==> config.mk <==
export PLATFORM = sky130hd
export DESIGN_NAME = clock_display_scan
export DESIGN_NICKNAME = d
export VERILOG_FILES = /design/src/rtl/clock_pkg.sv /design/src/rtl/bin60_to_bcd.sv /design/src/rtl/clock_display_scan.sv
export SDC_FILE = /design/constraint.sdc
export NUM_CORES = 1
export LEC_CHECK = 0
export ABC_AREA = 1
export ABC_CLOCK_PERIOD_IN_PS = 2200
export CORE_UTILIZATION = 45
export DETAILED_ROUTE_END_ITERATION = 8
export PLACE_DENSITY = 0.72
export SYNTH_ARGS = -nofsm -noshare
export SYNTH_HDL_FRONTEND = slang
export SYNTH_SLANG_ARGS = --single-unit
==> constraint.sdc <==
create_clock -name clk -period 2.2 [get_ports clk]
set_input_delay 0.44 -clock clk [delete_from_list [all_inputs] [get_ports clk]]
set_output_delay 0.44 -clock clk [all_outputs]
set_load 0.01 [all_outputs]
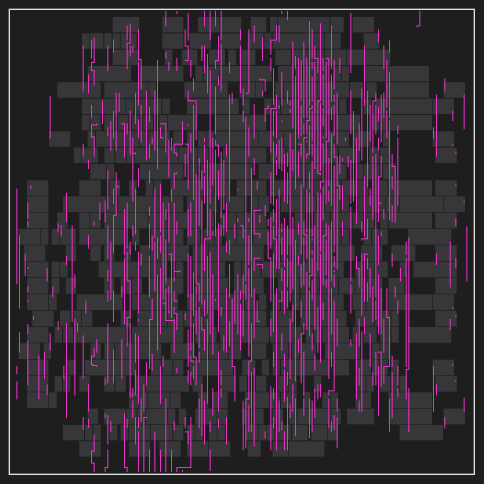
**Above:** M2 wires.
(6 px per um) Cells faint in the background.
share of all routed wire	50%
wire length on this layer	3270 um
longest straight run	27.9 um
main direction	vertical
vias: 2684
drt total wl: 6.553 mm
met2 usage: 37.88%

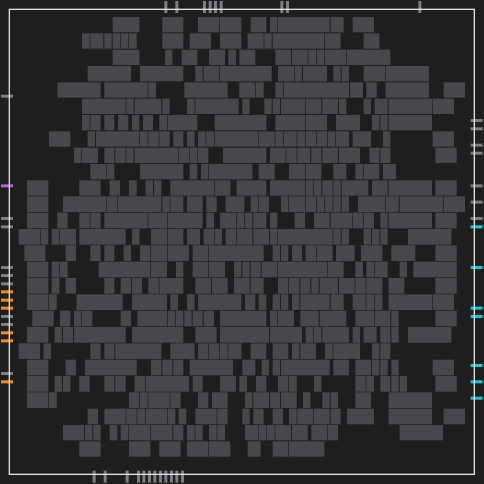
**Above:** ports around the boundary.
(6 px per um) Pins as bars across the die edge, other pins in gray.
port	color	pins	direction	edge
`seg`	cyan	7	output	east
`min`	orange	6	input	west
`AM_PM`	purple	1	input	west
die width: 77.26 um
IO Port Bufs: 50
die height: 77.26 um

==> Changelog: implementation <==
### Physical design

* Place WS at -0.3809 ns
* RSZ-0062 raised after global routing: true
* Period utilization at 117.4%
* Starting DRC count in detailed routing at 166
* Switching Fraction at 34.85%
* Rows at 27
* Max FFs per register at 7
* Flop-to-flop setup slack at -0.38 ns
* Relative slew slack at 66.53%
* Sw power at 1.076 mW
* Logic gate share of total power at 44.7%
* Power Density at 814.9 nW/um2
* Fmax at 387.1 MHz
* Distinct lib cells used at 38
* Yosys top cell by instances: nand2_1
* Flops after synth at 47
* Yosys warning count at 0
* Core Util at FP at a little under half
* Crit path launch type: flop
* Root buffer cell: clkbuf_8
* Wirelength per Cell at 12.25 um
* Worst hold stages at 1
* Slew @ Worst Pin at 0.5003 ns
* Clk sinks at ~47
* Power share of the clock group at 21.2%
* Final net count at approximately 510
* Leakage at 1.685 nW
* Mapped Area at between 2000 and 3000 um2
* Design Area, Final at 3790 um2
* Cell count of the worst reg-to-reg path at 17
* Total CTS buffers at 5
* CTS tree: done
* Crit end category: flop
* Yosys cell count at about 370
* Syn Nets at 416
* Post-synth top area cell: dfxtp_1
* Status: complete, but fails checks
* Number of enable flip-flop cells at 0
* Critical path class: reg -> reg
* HPWL after DPL at 4.539 mm
* Global-route wire length before repair at 10.14 mm
* Initial antenna violation count at 0
* Failing checks: negative setup slack
* Worst EP required at 2.40 ns
* ANT cells at 0
* Router iterations before antenna repair at 4
* Final Hold Viols at 0
* Gr ovfl total at 0
* Pin count of the biggest net entering global routing at 27
* Vias in the first global route at 2450
* Worst VDD drop at 0.4029 mV
* Total internal power at 2.012 mW
* Cells after Synth at about 370
* CTS Buffer Depth at 2
* Die area at between 5000 and 6000 um2
* # fillers at 468
* WP data arrival at roughly 2.8 ns
* Mean area per synthesized cell at 6.983 um2
* Top cells by count: nand2_1, dfxtp_1, inv_1
* Primary FF master, synth: dfxtp_1
* I/O pin count at 51
* Final min period at between 2 and 3 ns
* # Max-Cap Violations at 0
* Post-CTS Hold Fix Bufs at 0
* Worst Hold Class: reg -> reg
* Synth Seq Share at 36.92%
* Hold WS at 0.4548 ns
* CP Max Fanout at 7
* OpenROAD warnings at 34
* Clk slew on worst S/H paths at 0.09 ns
* DR DRC count at 0
* Final core utilization at between 60 and 70%
* Avg Vias per Cell at 5.017
* H-tree depth at 2
* Final setup violation count at 7
* Finished Layout Cells at 535
* Fin worst setup slack at -0.3836 ns
* Placed insts at 518
* Clk latency late pin at 0.31 ns
* Area growth syn-to-layout at 48.70%
* Top cell area share at between 30% and 40%
* Synth async-reset ratio at 0%
* Placed instance area at 3408 um2
* Reg power frac at between 30% and 40%
* Synth area leaders: dfxtp_1, nand2_1, a21oi_1, inv_1, nor2_1
* Core area at 5473 um2
* GP Congestion at 0.8555
* Max Clock Skew at 0.01118 ns
* Post-route ant nets at 0
* Yosys Chip Area at 2549 um2
* Max-slew violation count at 0
* Tot GR Track Use at 21.18%
* Share of cells above drive strength 1 at between 20% and 30%
==> kinds of logic (layout without fill, tap and decap cells) <==
| family | count (synthesis) | count (layout) | synth area share [%] |
|---|---|---|---|
| AOI/OAI and AO/OA | 75 | 75 | 16.35 |
| xor gates and xnor gates | 3 | 3 | 1.031 |
| adders and majority gates | 14 | 14 | 7.757 |
| buffers and inverters | 57 | 155 | 8.885 |
| DFF | 47 | 47 | 36.92 |
| and+or+nand+nor | 169 | 169 | 29.06 |
==> power by group through the flow <==
stage,clock [mW],combinational (mW),sequential [mW]
floorplan,0,0.702,1.05
global placement,0,1.16,1.05
detailed placement,0,1.20,1.05
CTS,0.661,1.25,1.04
global route,0.701,1.55,1.07
finish,0.654,1.38,1.06
==> metal layers <==
layer | vias up | wire [um] | global-route usage, % | share of wire (%)
met4 | 0 | 93 | 5.849 | 1.4
met1 | 1211 | 2857 | 24.98 | 44
met2 | 82 | 3274 | 37.88 | 50
li1 | 1382 | - | - | -
met5 | - | 0 | 0 | 0
met3 | 9 | 328 | 5.000 | 5.0
==> critical path, stage by stage (launching register included) <==
cell and delay, ns:
dfxtp_4 0.39, nor2_4 0.15, nand3_2 0.10, nand2_2 0.09
nand2_2 0.07, nand2_2 0.06, nand2_2 0.08, ha_4 0.17
inv_2 0.05, fa_2 0.43, nand2_1 0.08, nand3_1 0.08
o211ai_1 0.11, and2_4 0.20, inv_2 0.04, or2_1 0.23
o211ai_1 0.09, nand2_1 0.06
==> through the flow <==
stage / total power, mW / TNS (ns)
2_1_floorplan: 1.756 / -0.9973
3_3_place_gp: 2.210 / -1.920
3_5_place_dp: 2.247 / -2.560
4_1_cts: 2.948 / -1.870
5_1_grt: 3.318 / -3.685
6_report: 3.088 / -2.569
==> layout by cell type (no fill, tap or decap), types with 11 or more instances in the layout <==
master	netlist	final
nor3_1	11	11
buf_4	0	51
o21ai_0	19	18
a21oi_1	36	35
dfxtp_1	47	35
inv_1	44	41
clkdlybuf4s50_1	0	50
nor2_1	42	39
nand3_1	25	19
nand2_1	75	62
nand2_2	3	13
==> area by class of cell <==
type	count	area, um2	area share [%]
clock inverters	3	46.29	1.222
clock buffers	5	68.82	1.816
multi-input cells	261	1553	40.97
flip-flops and latches	47	975.9	25.75
inverters	46	172.7	4.556
well taps	72	90.09	2.377
repair buffers	101	883.3	23.31
==> timing repair <==
action / CTS / global route
endpoints found under the hold margin: 0 / 0
resized: 22 / 41
setup endpoints to repair: 7 / 7
buffers inserted: 4 / 5
cloned: 0 / 0
pin swaps: 6 / 32
Power and IR drop assume default switching activity.
